File: src/rtl/fp_addsub_pipe.sv
// ---------------------------------------------------------------------------
// fp_addsub_pipe
//
// Three-stage pipelined IEEE-754 floating-point adder/subtractor with
// generic exponent/fraction widths, round-to-nearest-even, gradual underflow,
// IEEE exception flags and a valid/ready handshake on both sides.
//
//   Stage 1 : unpack, classify specials, order by magnitude, align smaller
//   Stage 2 : add or subtract the aligned magnitudes (carry kept)
//   Stage 3 : normalise, round, pack, raise flags (registered outputs)
//
// Ports:
//   clk          rising-edge clock
//   rst          asynchronous active-low reset
//   i_a, i_b     operands, W = 1+EXP_W+MAN_W bits
//   i_sub        1 = A-B, 0 = A+B (sampled with i_vld)
//   i_vld        operand valid
//   o_rdy        operands accepted this cycle when high
//   o_res        result
//   o_res_vld    result valid
//   i_res_rdy    downstream accepts result
//   o_overflow   result overflowed to infinity
//   o_underflow  result tiny (subnormal or zero) and inexact
//   o_inexact    rounding discarded nonzero bits
//   o_invalid    invalid operation (sNaN input or inf-inf)
//
// Optional feature (compile-time macro FP_FTZ_EN):
//   When defined, subnormal inputs are flushed to signed zero during unpack,
//   and any result that would be subnormal is flushed to signed zero with
//   o_underflow and o_inexact set. The normalise shifter is then unlimited.
// ---------------------------------------------------------------------------
module fp_addsub_pipe #(
  parameter int EXP_W = 8,
  parameter int MAN_W = 23
) (
  input  logic                 clk,
  input  logic                 rst,
  input  logic [EXP_W+MAN_W:0] i_a,
  input  logic [EXP_W+MAN_W:0] i_b,
  input  logic                 i_sub,
  input  logic                 i_vld,
  output logic                 o_rdy,
  output logic [EXP_W+MAN_W:0] o_res,
  output logic                 o_res_vld,
  input  logic                 i_res_rdy,
  output logic                 o_overflow,
  output logic                 o_underflow,
  output logic                 o_inexact,
  output logic                 o_invalid
);

  // Aligned mantissa layout: [M-1] hidden, [M-2:3] fraction, [2] G, [1] R, [0] S
  localparam int M = MAN_W + 4;
  localparam logic [EXP_W-1:0] EXP_ONES = {EXP_W{1'b1}};
  localparam logic [EXP_W-1:0] EXP_ONE  = {{(EXP_W-1){1'b0}}, 1'b1};
  localparam logic [EXP_W+MAN_W:0] QNAN = {1'b0, {EXP_W{1'b1}}, 1'b1, {(MAN_W-1){1'b0}}};

  // Whole pipe advances together; it only stalls when a result is waiting.
  logic w_en;
  assign w_en  = !o_res_vld || i_res_rdy;
  assign o_rdy = w_en;

  // ---------------------------------------------------------------------
  // Stage 1 combinational: unpack, classify, order and align
  // ---------------------------------------------------------------------
  logic             w_signA, w_signB;
  logic [EXP_W-1:0] w_expA, w_expB;
  logic [MAN_W-1:0] w_fracA, w_fracB;
  logic [MAN_W-1:0] w_fracAz, w_fracBz;
  logic             w_nanA, w_nanB, w_snanA, w_snanB, w_infA, w_infB;
  logic [EXP_W-1:0] w_effExpA, w_effExpB;
  logic [M-1:0]     w_mantA, w_mantB;
  logic             w_aGeB;

  // Operand B carries the subtract request folded into its sign.
  always_comb begin
    w_signA = i_a[EXP_W+MAN_W];
    w_signB = i_b[EXP_W+MAN_W] ^ i_sub;
    w_expA  = i_a[EXP_W+MAN_W-1:MAN_W];
    w_expB  = i_b[EXP_W+MAN_W-1:MAN_W];
    w_fracA = i_a[MAN_W-1:0];
    w_fracB = i_b[MAN_W-1:0];

    w_nanA  = (w_expA == EXP_ONES) && (w_fracA != '0);
    w_nanB  = (w_expB == EXP_ONES) && (w_fracB != '0);
    w_snanA = w_nanA && !w_fracA[MAN_W-1];
    w_snanB = w_nanB && !w_fracB[MAN_W-1];
    w_infA  = (w_expA == EXP_ONES) && (w_fracA == '0);
    w_infB  = (w_expB == EXP_ONES) && (w_fracB == '0);

`ifdef FP_FTZ_EN
    w_fracAz = (w_expA == '0) ? '0 : w_fracA;
    w_fracBz = (w_expB == '0) ? '0 : w_fracB;
`else
    w_fracAz = w_fracA;
    w_fracBz = w_fracB;
`endif

    // Subnormals live at exponent 1 with no hidden bit.
    w_effExpA = (w_expA == '0) ? EXP_ONE : w_expA;
    w_effExpB = (w_expB == '0) ? EXP_ONE : w_expB;
    w_mantA   = {(w_expA != '0), w_fracAz, 3'b000};
    w_mantB   = {(w_expB != '0), w_fracBz, 3'b000};

    // Ties keep A first, so equal magnitudes take A's sign.
    w_aGeB = {w_expA, w_fracAz} >= {w_expB, w_fracBz};
  end

  logic             w_signBig, w_signSmall;
  logic [EXP_W-1:0] w_expBig, w_expSmall, w_diff;
  logic [M-1:0]     w_mantBig, w_mantSmall, w_aligned, w_lostMask;

  // Right-shift the smaller magnitude; everything shifted out is ORed into S.
  always_comb begin
    w_signBig   = w_aGeB ? w_signA   : w_signB;
    w_signSmall = w_aGeB ? w_signB   : w_signA;
    w_expBig    = w_aGeB ? w_effExpA : w_effExpB;
    w_expSmall  = w_aGeB ? w_effExpB : w_effExpA;
    w_mantBig   = w_aGeB ? w_mantA   : w_mantB;
    w_mantSmall = w_aGeB ? w_mantB   : w_mantA;
    w_diff      = w_expBig - w_expSmall;
    w_lostMask  = '0;
    if (int'(w_diff) >= M - 1) begin
      w_aligned = {{(M-1){1'b0}}, |w_mantSmall};
    end else begin
      w_lostMask   = ~({M{1'b1}} << w_diff);
      w_aligned    = w_mantSmall >> w_diff;
      w_aligned[0] = w_aligned[0] | (|(w_mantSmall & w_lostMask));
    end
  end

  logic                 w_special, w_specInv;
  logic [EXP_W+MAN_W:0] w_specRes;

  // Specials are resolved up front and carried to the output untouched.
  always_comb begin
    w_special = 1'b0;
    w_specInv = 1'b0;
    w_specRes = '0;
    if (w_nanA || w_nanB) begin
      w_special = 1'b1;
      w_specRes = QNAN;
      w_specInv = w_snanA || w_snanB;
    end else if (w_infA && w_infB && (w_signA != w_signB)) begin
      w_special = 1'b1;
      w_specRes = QNAN;
      w_specInv = 1'b1;
    end else if (w_infA) begin
      w_special = 1'b1;
      w_specRes = {w_signA, EXP_ONES, {MAN_W{1'b0}}};
    end else if (w_infB) begin
      w_special = 1'b1;
      w_specRes = {w_signB, EXP_ONES, {MAN_W{1'b0}}};
    end
  end

  logic                 r_s1Vld, r_s1Sign, r_s1Sub, r_s1Special, r_s1SpecInv;
  logic [EXP_W-1:0]     r_s1Exp;
  logic [M-1:0]         r_s1MantBig, r_s1MantSmall;
  logic [EXP_W+MAN_W:0] r_s1SpecRes;

  // Stage 1 registers
  always_ff @(posedge clk or negedge rst) begin
    if (!rst) begin
      r_s1Vld       <= 1'b0;
      r_s1Sign      <= 1'b0;
      r_s1Sub       <= 1'b0;
      r_s1Special   <= 1'b0;
      r_s1SpecInv   <= 1'b0;
      r_s1Exp       <= '0;
      r_s1MantBig   <= '0;
      r_s1MantSmall <= '0;
      r_s1SpecRes   <= '0;
    end else if (w_en) begin
      r_s1Vld       <= i_vld;
      r_s1Sign      <= w_signBig;
      r_s1Sub       <= w_signBig != w_signSmall;
      r_s1Special   <= w_special;
      r_s1SpecInv   <= w_specInv;
      r_s1Exp       <= w_expBig;
      r_s1MantBig   <= w_mantBig;
      r_s1MantSmall <= w_aligned;
      r_s1SpecRes   <= w_specRes;
    end
  end

  // ---------------------------------------------------------------------
  // Stage 2: magnitude add/subtract (big >= small, so never negative)
  // ---------------------------------------------------------------------
  logic [M:0] w_sum;
  assign w_sum = r_s1Sub ? ({1'b0, r_s1MantBig} - {1'b0, r_s1MantSmall})
                         : ({1'b0, r_s1MantBig} + {1'b0, r_s1MantSmall});

  logic                 r_s2Vld, r_s2Sign, r_s2Sub, r_s2Special, r_s2SpecInv;
  logic [EXP_W-1:0]     r_s2Exp;
  logic [M:0]           r_s2Sum;
  logic [EXP_W+MAN_W:0] r_s2SpecRes;

  // Stage 2 registers
  always_ff @(posedge clk or negedge rst) begin
    if (!rst) begin
      r_s2Vld     <= 1'b0;
      r_s2Sign    <= 1'b0;
      r_s2Sub     <= 1'b0;
      r_s2Special <= 1'b0;
      r_s2SpecInv <= 1'b0;
      r_s2Exp     <= '0;
      r_s2Sum     <= '0;
      r_s2SpecRes <= '0;
    end else if (w_en) begin
      r_s2Vld     <= r_s1Vld;
      r_s2Sign    <= r_s1Sign;
      r_s2Sub     <= r_s1Sub;
      r_s2Special <= r_s1Special;
      r_s2SpecInv <= r_s1SpecInv;
      r_s2Exp     <= r_s1Exp;
      r_s2Sum     <= w_sum;
      r_s2SpecRes <= r_s1SpecRes;
    end
  end

  // ---------------------------------------------------------------------
  // Stage 3 combinational: normalise, round, pack, flags
  // ---------------------------------------------------------------------
  int                   w_lzc, w_expWide, w_shift, w_expN, w_expR;
  logic [M-1:0]         w_norm;
  logic                 w_guard, w_sticky, w_roundUp, w_inexactR, w_hidden;
  logic [MAN_W+1:0]     w_rounded;
  logic [MAN_W-1:0]     w_frac;
  logic [EXP_W-1:0]     w_expField;
  logic [EXP_W+MAN_W:0] w_res;
  logic                 w_ovf, w_unf, w_inex, w_inv;

  always_comb begin
    // Leading zeros above the carry position; M means the sum is zero.
    w_lzc = M;
    for (int i = 0; i < M; i++) begin
      if (r_s2Sum[i]) w_lzc = M - 1 - i;
    end

    w_expWide = int'(r_s2Exp);
    w_shift   = 0;
    if (r_s2Sum[M]) begin
      // Carry out: one step right, dropped bit joins sticky.
      w_norm = {r_s2Sum[M:2], r_s2Sum[1] | r_s2Sum[0]};
      w_expN = w_expWide + 1;
    end else begin
`ifdef FP_FTZ_EN
      w_shift = w_lzc;
`else
      // Stop at exponent 1 so tiny results stay subnormal.
      w_shift = (w_lzc < w_expWide - 1) ? w_lzc : w_expWide - 1;
`endif
      w_norm = r_s2Sum[M-1:0] << w_shift;
      w_expN = w_expWide - w_shift;
    end

    // Round to nearest even: R and S collapse into one sticky.
    w_guard    = w_norm[2];
    w_sticky   = w_norm[1] | w_norm[0];
    w_roundUp  = w_guard & (w_sticky | w_norm[3]);
    w_inexactR = w_guard | w_sticky;
    w_rounded  = {1'b0, w_norm[M-1:3]} + {{(MAN_W+1){1'b0}}, w_roundUp};
    w_expR     = w_expN + int'(w_rounded[MAN_W+1]);
    w_hidden   = w_rounded[MAN_W+1] | w_rounded[MAN_W];
    w_frac     = w_rounded[MAN_W+1] ? w_rounded[MAN_W:1] : w_rounded[MAN_W-1:0];
    w_expField = w_hidden ? w_expR[EXP_W-1:0] : {EXP_W{1'b0}};

    w_res  = {r_s2Sign, w_expField, w_frac};
    w_ovf  = 1'b0;
    w_inex = w_inexactR;
    w_unf  = !w_hidden && w_inexactR;
    w_inv  = 1'b0;

    if (r_s2Special) begin
      w_res  = r_s2SpecRes;
      w_inex = 1'b0;
      w_unf  = 1'b0;
      w_inv  = r_s2SpecInv;
    end else if (r_s2Sum == '0) begin
      // Cancellation gives +0; only same-sign zeros keep their sign.
      w_res  = {r_s2Sign & !r_s2Sub, {(EXP_W+MAN_W){1'b0}}};
      w_inex = 1'b0;
      w_unf  = 1'b0;
`ifdef FP_FTZ_EN
    end else if (w_expN < 1) begin
      w_res  = {r_s2Sign, {(EXP_W+MAN_W){1'b0}}};
      w_inex = 1'b1;
      w_unf  = 1'b1;
`endif
    end else if (w_expR >= int'(EXP_ONES)) begin
      w_res  = {r_s2Sign, EXP_ONES, {MAN_W{1'b0}}};
      w_ovf  = 1'b1;
      w_inex = 1'b1;
      w_unf  = 1'b0;
    end
  end

  // Output registers; result and flags only change when a valid op lands.
  always_ff @(posedge clk or negedge rst) begin
    if (!rst) begin
      o_res_vld   <= 1'b0;
      o_res       <= '0;
      o_overflow  <= 1'b0;
      o_underflow <= 1'b0;
      o_inexact   <= 1'b0;
      o_invalid   <= 1'b0;
    end else if (w_en) begin
      o_res_vld <= r_s2Vld;
      if (r_s2Vld) begin
        o_res       <= w_res;
        o_overflow  <= w_ovf;
        o_underflow <= w_unf;
        o_inexact   <= w_inex;
        o_invalid   <= w_inv;
      end
    end
  end

endmodule

File: config.mk
export PLATFORM = sky130hd
export DESIGN_NAME = fp_addsub_pipe
export DESIGN_NICKNAME = d
export VERILOG_FILES = /design/src/rtl/fp_addsub_pipe.sv
export SDC_FILE = /design/constraint.sdc
export NUM_CORES = 1
export LEC_CHECK = 0
export CAP_MARGIN = 15
export CORE_ASPECT_RATIO = 1.1
export CORE_UTILIZATION = 43
export DETAILED_ROUTE_END_ITERATION = 10
export PLACE_DENSITY_LB_ADDON = 0.25
export SLEW_MARGIN = 0
export SYNTH_ARGS = -nofsm -noshare
export SYNTH_HDL_FRONTEND = slang
export SYNTH_SLANG_ARGS = --single-unit
File: constraint.sdc
create_clock -name clk -period 9.2 [get_ports clk]
set_clock_uncertainty 0.05 [all_clocks]
set_input_delay 2.3 -clock clk [delete_from_list [all_inputs] [get_ports clk]]
set_output_delay 2.3 -clock clk [all_outputs]
set_load 0.01 [all_outputs]
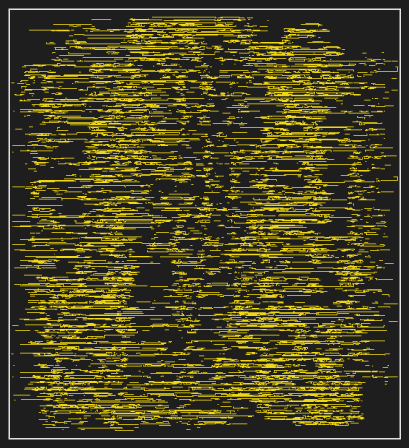
*Met1 routing, run 1*
The longest straight run is 39.6 microns. The layer carries 22.3 mm of wire. The layer holds 40% of the routed length. 2106 nets have wire on it.
via count: 16000
met1 Use GR: 35.6%

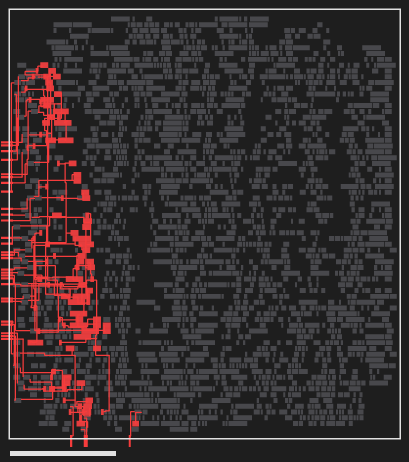
*I/O nets highlighted, run 1*
The bar under the picture is 50 microns long.
Key: i_b = red [bits 32, direction input, end cells 104, buffers 33, wire 2070 microns]

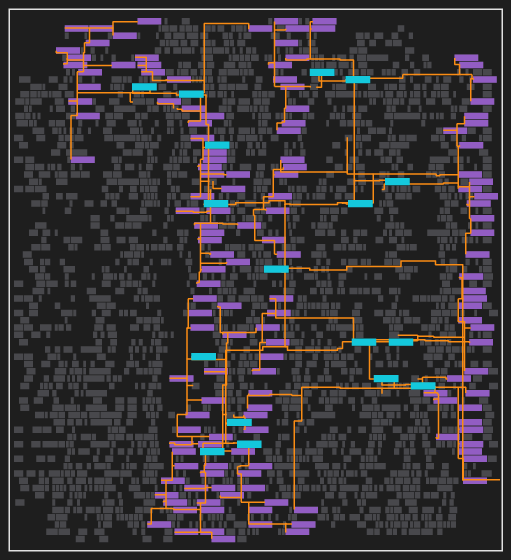
*Clock network drawn from the DEF, run 1*
Key: cells driving clock nets = cyan [count 17]; flip-flops = purple [count 146]; clock wires = orange [length 2290 microns]
Position of the flops: widely spread.

==> results.toml, run 1 <==
# flow metrics
[setup_path]
end_kind = "register"
rrSetupSlack_ns = 0.37
max_stage_delay_ns = 0.59
cp_num_buf_inv = 4
cp_num_cells = 34
r2r-end = "o_res[26]"
cp_slowest_cell = "or4_1"
cp-start-kind = "register"
startpoint = "r_s2Sum[4]"
crit_fanout = 10
critPathTopFamily = "AND-OR/OR-AND gates"
cp-endpoint = "o_res[26]"

[yosys]
flop_cell = "dfrtp_1"
synthMostInstantiatedCell = "nand2_1"
top_cells_by_area = "dfrtp_1 (24%), ha_1 (6.8%), mux2i_1 (6.1%), nand2_1 (6.1%), nor2_1 (5.0%)"
synth.cellmix.simpleShare_pct = 24.5
syn_area_sq_um = 15500
avgSynthCellArea_sq_um = 7.75
logic_family = "AND-OR/OR-AND gates"
ys_sh_adder_pct = 7.10
synth_top_cell_by_area = "dfrtp_1"
xor_area_share_pct = 4.85
async_flop_share_pct = 100
netlist_instances = 2005
syn-num-nets = 2161
top_area_share_pct = 23.5
numSynthFlops = 146
yosysCellCount = 2005
ys_sh_mux_pct = 10.3

[global_route]
grt_max_degree = 77
grt-busiest-layer = "met2"
met3_usage_pct = 3.38
antenna_found_initial = 0
grt_overflow = 0
grt_first_pass_wirelength_microns = 88000
gr-usage-all-layers_pct = 30.8

[pwr]
power.largest_group = "combinational logic"
powerClk_mw = 0.699
p_switching_mw = 3.34
combPwrFrac_pct = 71.6
clkPwrFrac_pct = 10.9
p_seq_share_pct = 17.5
finalPower_mw = 6.43

[clock_network]
numCtsBuffers = 17
clk_pin_slew_ns = 0.08
clock_sinks = 146
clockBufferDepth = 2
post-cts-setup-buffers = 0

[run]
cap_violations = 0
tool_warnings = 27

[finish]
final_cell_mix = "nand2_1 (252), nor2_1 (206), dfrtp_1 (144)"
n_clock_buffer = 18
diodes = 0
flops = 146
seq_share_pct = 20.2
fin_util_pct = 51.2
final_common_cell = "nand2_1"
largest_reg_flops = 32
n_all_inverters = 82
largestClassByArea = "multi-input combinational cells"
register_area_sq_um = 3660
final_cell_area_sq_um = 18100
drive_gt1_share_pct = 11.0
clkCellAreaFrac_pct = 3.16
nNonClkBuffers = 205

[routing]
wl_met3_microns = 2460
drtIter0Drc = 1375
routed_wl_microns = 56300
vias_per_cell = 6.14
drtPass1Iterations = 6
wl_met1_microns = 22300

[worst_hold_path]
min_path_type = "reg2reg"

[timing]
setup_tns_ns = 0
worst_slew_pin_slew_ns = 0.935
rsz0062_at_grt = "false"
period_used_pct = 96.0
setup_slack_ns = 0.370
hold-worst-slack_ns = 0.422

[floorplanning]
die_w_microns = 183
io_pins = 107
fp_util_pct = 43.9

[placement]
dp_hpwl_microns = 45200
placed_cell_area_sq_um = 17500

[outcome]
status = "complete, no violations"
## Run 2: what changed since run 1
--- a/config.mk
+++ b/config.mk
@@ -6,9 +6,9 @@
 export NUM_CORES = 1
 export LEC_CHECK = 0
 export CAP_MARGIN = 15
-export CORE_ASPECT_RATIO = 1.1
 export CORE_UTILIZATION = 43
 export DETAILED_ROUTE_END_ITERATION = 10
+export GPL_ROUTABILITY_DRIVEN = 0
 export PLACE_DENSITY_LB_ADDON = 0.25
 export SLEW_MARGIN = 0
 export SYNTH_ARGS = -nofsm -noshare
==> results.toml, run 2 <==
# flow metrics
[outcome]
status = "complete, no violations"

[finish]
largest_reg_flops = 32
final_cell_area_sq_um = 17900
n_all_inverters = 82
final_common_cell = "nand2_1"
seq_share_pct = 20.4
fin_util_pct = 50.4
largestClassByArea = "multi-input combinational cells"
final_cell_mix = "nand2_1 (252), nor2_1 (205), dfrtp_1 (145)"

[clock_network]
clock_sinks = 146
post-cts-setup-buffers = 0
clockBufferDepth = 2
clk_pin_slew_ns = 0.06
numCtsBuffers = 17

[pwr]
finalPower_mw = 6.32
p_seq_share_pct = 17.8
combPwrFrac_pct = 70.2
power.largest_group = "combinational logic"

[setup_path]
critPathTopFamily = "simple AND/OR/NAND/NOR gates"
crit_fanout = 19
rrSetupSlack_ns = 0.39
cp_slowest_cell = "or4_1"
startpoint = "r_s2Sum[8]"
cp_num_buf_inv = 3
cp_num_cells = 33
cp-start-kind = "register"

[yosys]
synthMostInstantiatedCell = "nand2_1"
synth_top_cell_by_area = "dfrtp_1"
logic_family = "AND-OR/OR-AND gates"
ys_sh_adder_pct = 7.10
syn_area_sq_um = 15500

[timing]
setup_slack_ns = 0.392
period_used_pct = 95.7
hold-worst-slack_ns = 0.416

[global_route]
grt_overflow = 0
gr-usage-all-layers_pct = 28.2
grt_first_pass_wirelength_microns = 82000
grt_use_met1_pct = 36.5

[run]
tool_warnings = 27

[floorplanning]
die_w_microns = 192

[routing]
wl_met1_microns = 21900

[placement]
dp_hpwl_microns = 39000
placed_cell_area_sq_um = 17200
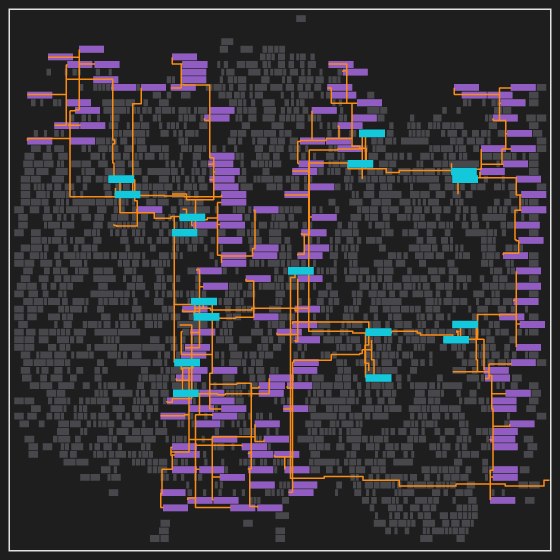
*Clock network drawn from the DEF, run 2*
Worst-Skew Late Latency: 0.46 ns
Clk. pwr: 0.761 mW
clock power share: 12.0%

Power figures rest on the tool's default switching activity, not on a simulated workload.
